<file path="src/rtl/wb_master_arbiter.sv">
// wb_master_arbiter: round-robin arbiter sharing one Wishbone slave port
// among NM masters. Master 0 is the link bridge and wins first after reset.
// Optional watchdog enabled with `define WB_ARB_TIMEOUT_EN: it terminates a
// strobe the slave leaves unanswered for TIMEOUT cycles with an err pulse.
module wb_master_arbiter #(
  parameter int NM      = 2,
  parameter int TIMEOUT = 1024
) (
  input  logic              wb_clk,
  input  logic              wb_rst,
  input  logic [NM-1:0]     m_cyc_i,
  input  logic [NM-1:0]     m_stb_i,
  input  logic [NM-1:0]     m_we_i,
  input  logic [4*NM-1:0]   m_sel_i,
  input  logic [32*NM-1:0]  m_adr_i,
  input  logic [32*NM-1:0]  m_dat_i,
  input  logic [3*NM-1:0]   m_cti_i,
  input  logic [2*NM-1:0]   m_bte_i,
  output logic [31:0]       m_dat_o,
  output logic [NM-1:0]     m_ack_o,
  output logic [NM-1:0]     m_err_o,
  output logic              s_cyc_o,
  output logic              s_stb_o,
  output logic              s_we_o,
  output logic [3:0]        s_sel_o,
  output logic [31:0]       s_adr_o,
  output logic [31:0]       s_dat_o,
  output logic [2:0]        s_cti_o,
  output logic [1:0]        s_bte_o,
  input  logic [31:0]       s_dat_i,
  input  logic              s_ack_i,
  input  logic              s_err_i,
  output logic [NM-1:0]     gnt_o,
  output logic              busy_o
);

  localparam int IW = (NM > 1) ? $clog2(NM) : 1;

  localparam logic [0:0] S_IDLE = 1'b0;
  localparam logic [0:0] S_OWN  = 1'b1;

  logic [0:0]    state;
  logic [IW-1:0] owner;
  logic [IW-1:0] last;

  logic [IW-1:0] pick_hi;
  logic [IW-1:0] pick_lo;
  logic          found_hi;
  logic [IW-1:0] next_owner;
  logic          wd_fire;

  // Round-robin pick: lowest requester above the last grant, else lowest overall.
  always_comb begin
    pick_hi  = '0;
    pick_lo  = '0;
    found_hi = 1'b0;
    for (int i = NM - 1; i >= 0; i--) begin
      if (m_cyc_i[i]) begin
        pick_lo = IW'(i);
        if (IW'(i) > last) begin
          pick_hi  = IW'(i);
          found_hi = 1'b1;
        end else begin
          found_hi = found_hi;
        end
      end else begin
        pick_lo = pick_lo;
      end
    end
    if (found_hi) begin
      next_owner = pick_hi;
    end else begin
      next_owner = pick_lo;
    end
  end

  // Ownership FSM: grant in idle, hold until the owner drops cyc.
  always_ff @(posedge wb_clk or posedge wb_rst) begin
    if (wb_rst) begin
      state <= S_IDLE;
      owner <= '0;
      last  <= IW'(NM - 1);
    end else begin
      case (state)
        S_IDLE: begin
          if (|m_cyc_i) begin
            owner <= next_owner;
            last  <= next_owner;
            state <= S_OWN;
          end else begin
            state <= S_IDLE;
          end
        end
        S_OWN: begin
          if (!m_cyc_i[owner]) begin
            state <= S_IDLE;
          end else begin
            state <= S_OWN;
          end
        end
        default: state <= S_IDLE;
      endcase
    end
  end

`ifdef WB_ARB_TIMEOUT_EN
  localparam logic [15:0] WD_LAST = 16'(TIMEOUT - 1);

  logic [15:0] wd_cnt;

  assign wd_fire = (state == S_OWN) && m_stb_i[owner] && !s_ack_i && !s_err_i
                   && (wd_cnt == WD_LAST);

  // Watchdog: counts unanswered strobe cycles; any response or pause restarts it.
  always_ff @(posedge wb_clk or posedge wb_rst) begin
    if (wb_rst) begin
      wd_cnt <= 16'd0;
    end else if ((state != S_OWN) || s_ack_i || s_err_i || !m_stb_i[owner] || wd_fire) begin
      wd_cnt <= 16'd0;
    end else begin
      wd_cnt <= wd_cnt + 16'd1;
    end
  end
`else
  assign wd_fire = 1'b0;
`endif

  assign m_dat_o = s_dat_i;
  assign busy_o  = (state == S_OWN);

  // Request/response routing: the owner's signals pass straight through while it owns the bus.
  always_comb begin
    s_cyc_o = 1'b0;
    s_stb_o = 1'b0;
    s_we_o  = 1'b0;
    s_sel_o = 4'd0;
    s_adr_o = 32'd0;
    s_dat_o = 32'd0;
    s_cti_o = 3'd0;
    s_bte_o = 2'd0;
    gnt_o   = '0;
    m_ack_o = '0;
    m_err_o = '0;
    if (state == S_OWN) begin
      s_cyc_o        = m_cyc_i[owner];
      s_stb_o        = m_stb_i[owner] & ~wd_fire;
      s_we_o         = m_we_i[owner];
      s_sel_o        = m_sel_i[4*owner +: 4];
      s_adr_o        = m_adr_i[32*owner +: 32];
      s_dat_o        = m_dat_i[32*owner +: 32];
      s_cti_o        = m_cti_i[3*owner +: 3];
      s_bte_o        = m_bte_i[2*owner +: 2];
      gnt_o[owner]   = 1'b1;
      m_ack_o[owner] = s_ack_i & m_stb_i[owner];
      m_err_o[owner] = (s_err_i & m_stb_i[owner]) | wd_fire;
    end else begin
      gnt_o = '0;
    end
  end

endmodule
</file>
<file path="config.mk">
export PLATFORM = sky130hd
export DESIGN_NAME = wb_master_arbiter
export DESIGN_NICKNAME = d
export VERILOG_FILES = /design/src/rtl/wb_master_arbiter.sv
export SDC_FILE = /design/constraint.sdc
export NUM_CORES = 1
export LEC_CHECK = 0
export ABC_AREA = 1
export CORE_AREA = 8 8 111 113
export CTS_CLUSTER_SIZE = 10
export DETAILED_ROUTE_END_ITERATION = 10
export DIE_AREA = 0 0 119 121
export HOLD_SLACK_MARGIN = 0.03
export SYNTH_ARGS = -nofsm -noshare
export SYNTH_HDL_FRONTEND = slang
export SYNTH_SLANG_ARGS = --single-unit
</file>
<file path="constraint.sdc">
create_clock -name wb_clk -period 1.85 [get_ports wb_clk]
set_input_delay 0.37 -clock wb_clk [delete_from_list [all_inputs] [get_ports wb_clk]]
set_output_delay 0.37 -clock wb_clk [all_outputs]
set_load 0.02 [all_outputs]
</file>
==> flow_results.xml, run 1 <==
<?xml version="1.0" encoding="UTF-8"?>
<metrics>
  <group name="critical_path">
    <metric name="crit_path_class" unit="">input port to primary output</metric>
    <metric name="critical_path.endpoint_type" unit="">primary output</metric>
    <metric name="cp_num_buf_inv" unit="">4</metric>
    <metric name="timing.critical_path.arrival" unit="ns">1.43</metric>
    <metric name="crit_fanout" unit="">3</metric>
    <metric name="cp_slowest_stage_delay" unit="ns">0.45</metric>
    <metric name="critPathSlowestCell" unit="">sky130_fd_sc_hd__clkdlybuf4s50_1</metric>
    <metric name="critical_path.startpoint" unit="">m_stb_i[1]</metric>
  </group>
  <group name="placed_design">
    <metric name="dp.final_hpwl" unit="um">8070</metric>
    <metric name="dpl_cell_area" unit="um2">3750</metric>
    <metric name="dp_cells" unit="">647</metric>
    <metric name="numPortBuffers" unit="">238</metric>
  </group>
  <group name="grt">
    <metric name="met3_usage" unit="%">5.72</metric>
    <metric name="grt_pass1_wl" unit="um">14100</metric>
  </group>
  <group name="clock_network">
    <metric name="clock.latency.late_pin" unit="ns">0.22</metric>
    <metric name="tritoncts" unit="">built</metric>
  </group>
  <group name="synth">
    <metric name="synth_cell_types" unit="">13</metric>
    <metric name="ys_sh_simple" unit="%">67.6</metric>
    <metric name="proportion_of_netlist_area_held_by_the_largest_area_contributor" unit="%">64.3</metric>
    <metric name="syn_avg_cell_area" unit="um2">4.51</metric>
    <metric name="mux_share" unit="%">0</metric>
    <metric name="yosysWarnings" unit="">0</metric>
    <metric name="ys_top_cells_by_area" unit="">sky130_fd_sc_hd__nand2_1 64%, sky130_fd_sc_hd__buf_4 20%, sky130_fd_sc_hd__dfrtp_1 3.7%</metric>
  </group>
  <group name="sta">
    <metric name="holdWs" unit="ns">0.324</metric>
    <metric name="fin_crit" unit="ns">1.80</metric>
    <metric name="tightest_slew" unit="ns">0.332</metric>
    <metric name="share_of_the_clock_period_used_by_the_worst_path" unit="%">97.3</metric>
    <metric name="max_freq" unit="MHz">555</metric>
  </group>
  <group name="detailed_routing">
    <metric name="m1WireLength" unit="um">4020</metric>
    <metric name="top_signal_layer_used" unit="">met4</metric>
    <metric name="dr_total_vias" unit="">2620</metric>
    <metric name="postRouteWirelength" unit="um">10600</metric>
    <metric name="wire_per_inst" unit="um">15.9</metric>
    <metric name="post-route-drc-count" unit="">0</metric>
  </group>
  <group name="pwr">
    <metric name="switching_power" unit="uW">2970</metric>
    <metric name="p_comb" unit="uW">5050</metric>
    <metric name="power_sequential" unit="uW">143</metric>
    <metric name="pwr-share-clk" unit="%">3.6</metric>
  </group>
  <group name="finish">
    <metric name="layout.non_clock_buffers" unit="">266</metric>
    <metric name="largest_cell_class" unit="">non-clock buffers</metric>
    <metric name="area_growth" unit="%">176</metric>
    <metric name="clockBufferCount" unit="">4</metric>
    <metric name="finish.utilization" unit="%">35.5</metric>
    <metric name="fin_nets" unit="">714</metric>
    <metric name="clock_cell_share_of_area" unit="%">1.20</metric>
    <metric name="comb_area_share" unit="%">25.3</metric>
  </group>
  <group name="hold_path">
    <metric name="hp-class" unit="">input port to async pin</metric>
  </group>
  <group name="outcome">
    <metric name="outcome" unit="">finished clean</metric>
  </group>
  <group name="floorplanning">
    <metric name="die_w" unit="um">119</metric>
    <metric name="chip_area" unit="um2">14400</metric>
  </group>
</metrics>
## run 1: repair_timing
| action | CTS | global route |
|---|---|---|
| gates cloned | 2 | 6 |
| endpoints found under the setup margin | 82 | 46 |
| pin swaps | 2 | 2 |
| setup buffers | 6 | 0 |
| gates resized | 314 | 27 |
## run 1: final timing paths
path / endpoint / depth (start not counted)
worst max register to register: busy_o / 7
min in group wb_clk: last / 2
worst max-delay path: m_ack_o[1] / 7
worst min register to register: last / 2
worst min-delay path: busy_o / 2
max in group asynchronous: last / 2
## run 1: state kept, by name, indices dropped and copies added (netlist names)
signal and cells:
owner 1, busy_o 1, last 1
## run 1: synth_stat cells, drive strengths merged
library cell,instances
buf,45
inv,7
clkbuf,3
nand3,4
nor2,6
dfstp,1
nand2,234
dfrtp,2
o21ai,1
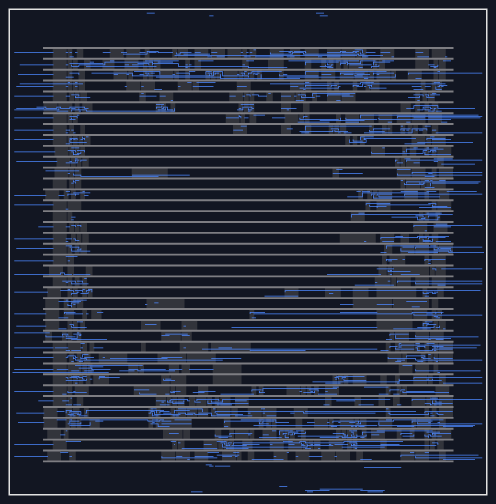
run_1/m1.png
(4 px per um) Supply wires on this layer in grey. Cells faint in the background.
share of all routed wire: 38%
nets with wire on the layer: 600
wire length on this layer: 4020 um
longest straight run: 48.8 um

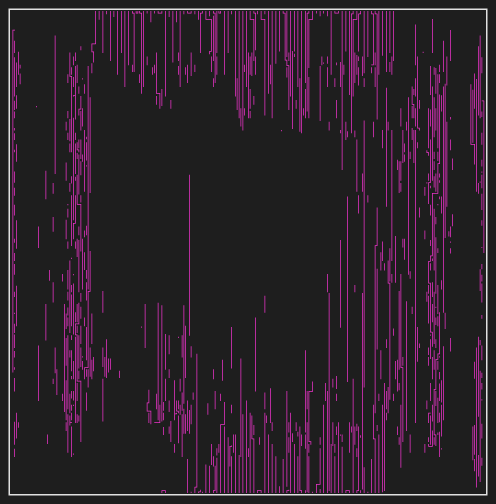
run_1/m2.png
(4 px per um)
wire length on this layer: 5270 um
share of all routed wire: 50%
nets with wire on the layer: 561
longest straight run: 85.5 um
main direction: vertical

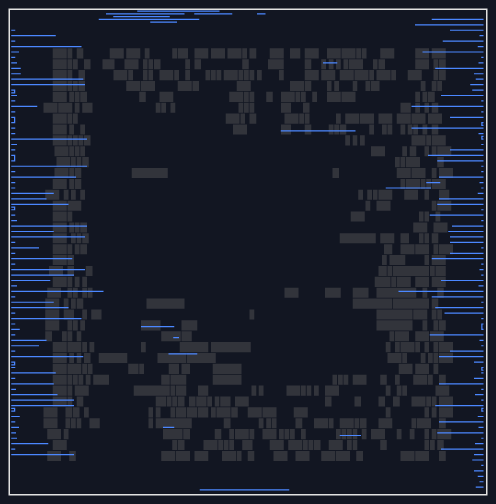
run_1/m3.png
(4 px per um) Cells faint in the background.
nets with wire on the layer: 167
wire length on this layer: 1140 um
share of all routed wire: 11%
longest straight run: 24.8 um
main direction: horizontal

run_1/congestion_map.png
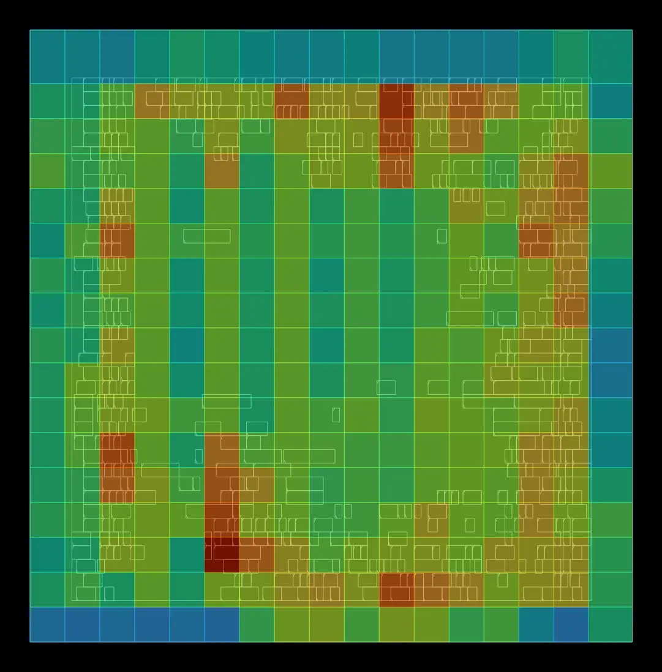

==> inputs of run 2 (changes only) <==
--- a/config.mk
+++ b/config.mk
@@ -10,7 +10,10 @@
 export CTS_CLUSTER_SIZE = 10
 export DETAILED_ROUTE_END_ITERATION = 10
 export DIE_AREA = 0 0 119 121
+export GPL_ROUTABILITY_DRIVEN = 1
 export HOLD_SLACK_MARGIN = 0.03
+export PLACE_DENSITY = 0.61
+export SKIP_CTS_REPAIR_TIMING = 1
 export SYNTH_ARGS = -nofsm -noshare
 export SYNTH_HDL_FRONTEND = slang
 export SYNTH_SLANG_ARGS = --single-unit
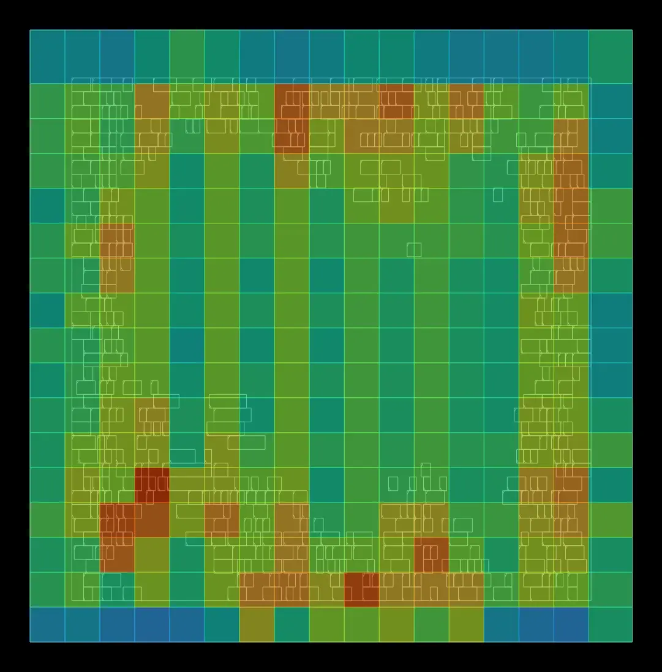
run_2/congestion_map.png
met2 Resource Use GR: 20.8%
Final Core Density: 32.6%
total routing resource utilization after global routing: 11.2%

==> run 2 against run 1 <==
Critical path depth is 1 lower. Combinational power is 19% lower. Setup slack better by 0.026 ns. Fmax is 1.4% higher. Die area stayed put. Global-route usage is 0.99 points lower. Clock skew is 0.0016 ns lower. Worst hold slack better by 0.013 ns. Critical endpoint is now s_dat_o[16]. Largest cell class unchanged.
==> flow_results.xml, run 2 <==
<?xml version="1.0" encoding="UTF-8"?>
<metrics>
  <group name="outcome">
    <metric name="outcome" unit="">finished clean</metric>
  </group>
  <group name="sta">
    <metric name="holdWs" unit="ns">0.337</metric>
    <metric name="fin_crit" unit="ns">1.77</metric>
  </group>
  <group name="floorplanning">
    <metric name="die_w" unit="um">119</metric>
  </group>
  <group name="detailed_routing">
    <metric name="dr_total_vias" unit="">2478</metric>
    <metric name="wire_per_inst" unit="um">13.7</metric>
    <metric name="m1WireLength" unit="um">3290</metric>
    <metric name="postRouteWirelength" unit="um">8910</metric>
    <metric name="top_signal_layer_used" unit="">met4</metric>
    <metric name="post-route-drc-count" unit="">0</metric>
  </group>
  <group name="critical_path">
    <metric name="cp_num_buf_inv" unit="">3</metric>
    <metric name="worst_r2r_path_depth" unit="">6</metric>
    <metric name="worst_r2r_endpoint" unit="">busy_o</metric>
    <metric name="critical_path_cell_count" unit="">6</metric>
    <metric name="critPathSlowestCell" unit="">sky130_fd_sc_hd__dfrtp_1</metric>
    <metric name="critical_path.endpoint_type" unit="">primary output</metric>
    <metric name="crit_path_class" unit="">flop to primary output</metric>
  </group>
  <group name="finish">
    <metric name="fin_nets" unit="">699</metric>
    <metric name="largest_cell_class" unit="">non-clock buffers</metric>
    <metric name="clock_cell_share_of_area" unit="%">1.30</metric>
    <metric name="comb_area_share" unit="%">27.0</metric>
  </group>
  <group name="grt">
    <metric name="grt_pass1_wl" unit="um">13300</metric>
    <metric name="met3_usage" unit="%">5.91</metric>
  </group>
  <group name="hold_path">
    <metric name="hp-class" unit="">input port to async pin</metric>
  </group>
  <group name="synth">
    <metric name="common_cells" unit="">234 x sky130_fd_sc_hd__nand2_1, 37 x sky130_fd_sc_hd__buf_4, 7 x sky130_fd_sc_hd__buf_2</metric>
    <metric name="ys_top_cells_by_area" unit="">sky130_fd_sc_hd__nand2_1 64%, sky130_fd_sc_hd__buf_4 20%, sky130_fd_sc_hd__dfrtp_1 3.7%</metric>
    <metric name="synth_cell_types" unit="">13</metric>
    <metric name="syn_avg_cell_area" unit="um2">4.51</metric>
    <metric name="async_flop_share" unit="%">100</metric>
    <metric name="enable_flop_cells" unit="">0</metric>
  </group>
  <group name="clock_network">
    <metric name="tritoncts" unit="">built</metric>
  </group>
  <group name="placed_design">
    <metric name="numPortBuffers" unit="">238</metric>
    <metric name="dpl_cell_area" unit="um2">3730</metric>
    <metric name="dp_cells" unit="">646</metric>
    <metric name="dp.final_hpwl" unit="um">7860</metric>
  </group>
</metrics>
==> run 2: cell counts after synthesis <==
No cell type changed its count.
==> run 2: how the worst min path moves through the flow <==
| stage | slack [ns] | depth (start not counted) | to |
|---|---|---|---|
| final | 0.34 | 2 | busy_o |
| after global routing | 0.36 | 2 | busy_o |
| after CTS | 0.33 | 2 | busy_o |
| after detailed placement | 0.47 | 2 | last |
| after global placement | 0.45 | 2 | last |
| after floorplan | 0.12 | 1 | busy_o |
==> run 2: report_power, final <==
part,internal [uW],total [uW],switching [uW],leakage (uW)
Sequential,107,137,29.8,0.0000342
Combinational,1520,4110,2580,0.00189
Clock,147,190,43.2,0.0000228
==> run 2: kinds of logic after synthesis <==
group | Yosys count | share of synthesized area [%]
simple gates | 244 | 67.6
buf+inv | 55 | 26.5
flops | 3 | 5.59
compound gates | 1 | 0.366
run_2/m1.png
(4 px per um) Supply wires on this layer in grey. Cells faint in the background.
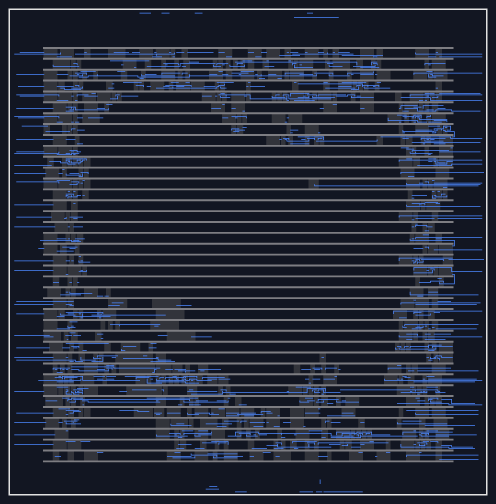

==> inputs of run 3 (changes only) <==
--- a/config.mk
+++ b/config.mk
@@ -12,6 +12,7 @@
 export DIE_AREA = 0 0 119 121
 export GPL_ROUTABILITY_DRIVEN = 1
 export HOLD_SLACK_MARGIN = 0.03
+export MAX_ROUTING_LAYER = met4
 export PLACE_DENSITY = 0.61
 export SKIP_CTS_REPAIR_TIMING = 1
 export SYNTH_ARGS = -nofsm -noshare
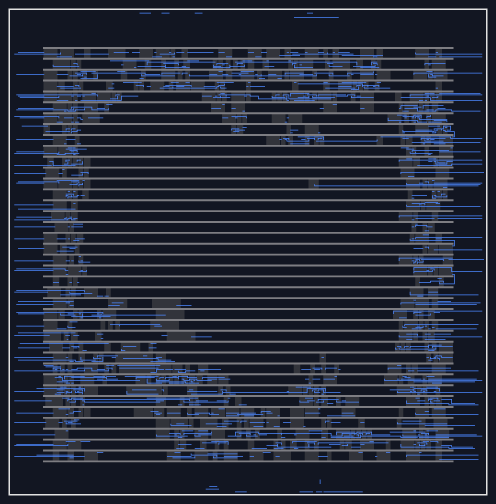
run_3/m1.png
(4 px per um) Supply wires on this layer in grey. Cells faint in the background.
main direction: horizontal
wire length on this layer: 3520 um
longest straight run: 40.9 um
nets with wire on the layer: 598

==> run 3 against run 2 <==
Sequential power is essentially flat. Combinational power hardly changed. Utilization stayed put. Largest cell class unchanged. Largest power group unchanged.
==> flow_results.xml, run 3 <==
<?xml version="1.0" encoding="UTF-8"?>
<metrics>
  <group name="critical_path">
    <metric name="worst_r2r_endpoint" unit="">busy_o</metric>
    <metric name="cp_num_buf_inv" unit="">3</metric>
    <metric name="critical_path.endpoint_type" unit="">primary output</metric>
    <metric name="critPathSlowestCell" unit="">sky130_fd_sc_hd__dfrtp_1</metric>
  </group>
  <group name="placed_design">
    <metric name="dp.final_hpwl" unit="um">7860</metric>
    <metric name="dpl_cell_area" unit="um2">3730</metric>
    <metric name="numPortBuffers" unit="">238</metric>
  </group>
  <group name="pwr">
    <metric name="power.switching_fraction" unit="%">60.0</metric>
    <metric name="pg_clk" unit="uW">195</metric>
    <metric name="pwr-share-clk" unit="%">4.4</metric>
    <metric name="power_report.internal_total" unit="uW">1780</metric>
  </group>
  <group name="synth">
    <metric name="synth_cell_types" unit="">13</metric>
    <metric name="enable_flop_cells" unit="">0</metric>
    <metric name="common_cells" unit="">234 x sky130_fd_sc_hd__nand2_1, 37 x sky130_fd_sc_hd__buf_4, 7 x sky130_fd_sc_hd__buf_2</metric>
    <metric name="ys_top_cells_by_area" unit="">sky130_fd_sc_hd__nand2_1 64%, sky130_fd_sc_hd__buf_4 20%, sky130_fd_sc_hd__dfrtp_1 3.7%</metric>
  </group>
  <group name="hold_path">
    <metric name="hp-class" unit="">input port to async pin</metric>
  </group>
  <group name="grt">
    <metric name="total_routing_resource_utilization_after_global_routing" unit="%">11.5</metric>
    <metric name="met3_usage" unit="%">3.82</metric>
    <metric name="grtUsageMet2" unit="%">20.8</metric>
  </group>
  <group name="sta">
    <metric name="holdWs" unit="ns">0.332</metric>
    <metric name="fin_crit" unit="ns">1.78</metric>
  </group>
  <group name="detailed_routing">
    <metric name="postRouteWirelength" unit="um">8960</metric>
    <metric name="post-route-drc-count" unit="">0</metric>
    <metric name="dr_total_vias" unit="">2481</metric>
    <metric name="wire_per_inst" unit="um">13.8</metric>
  </group>
  <group name="outcome">
    <metric name="outcome" unit="">finished clean</metric>
  </group>
  <group name="floorplanning">
    <metric name="die_w" unit="um">119</metric>
  </group>
</metrics>
==> run 3: cell counts after synthesis <==
No cell type changed its count.
==> run 3: cell type report <==
class	instances	area share [%]
Inverter	7	0.761
Sequential cell	3	2.21
Multi-Input combinational cell	245	27.0
Timing Repair Buffer	251	63.6
Tap cell	140	5.07
Clock buffer	4	1.30
==> run 3: kinds of logic (layout without fill, tap and decap cells) <==
logic type / Yosys count / in the layout / synth area share (%)
simple gates: 244 / 244 / 67.6
buf+inv: 55 / 262 / 26.5
compound gates: 1 / 1 / 0.366
flops: 3 / 3 / 5.59
==> run 3: routing by layer <==
metal,vias up,part of all wire (%)
met3,10,9.8
met1,1023,39
met4,0,0.76
met5,-,0
met2,174,50
li1,1274,-
Power and IR drop assume default switching activity.
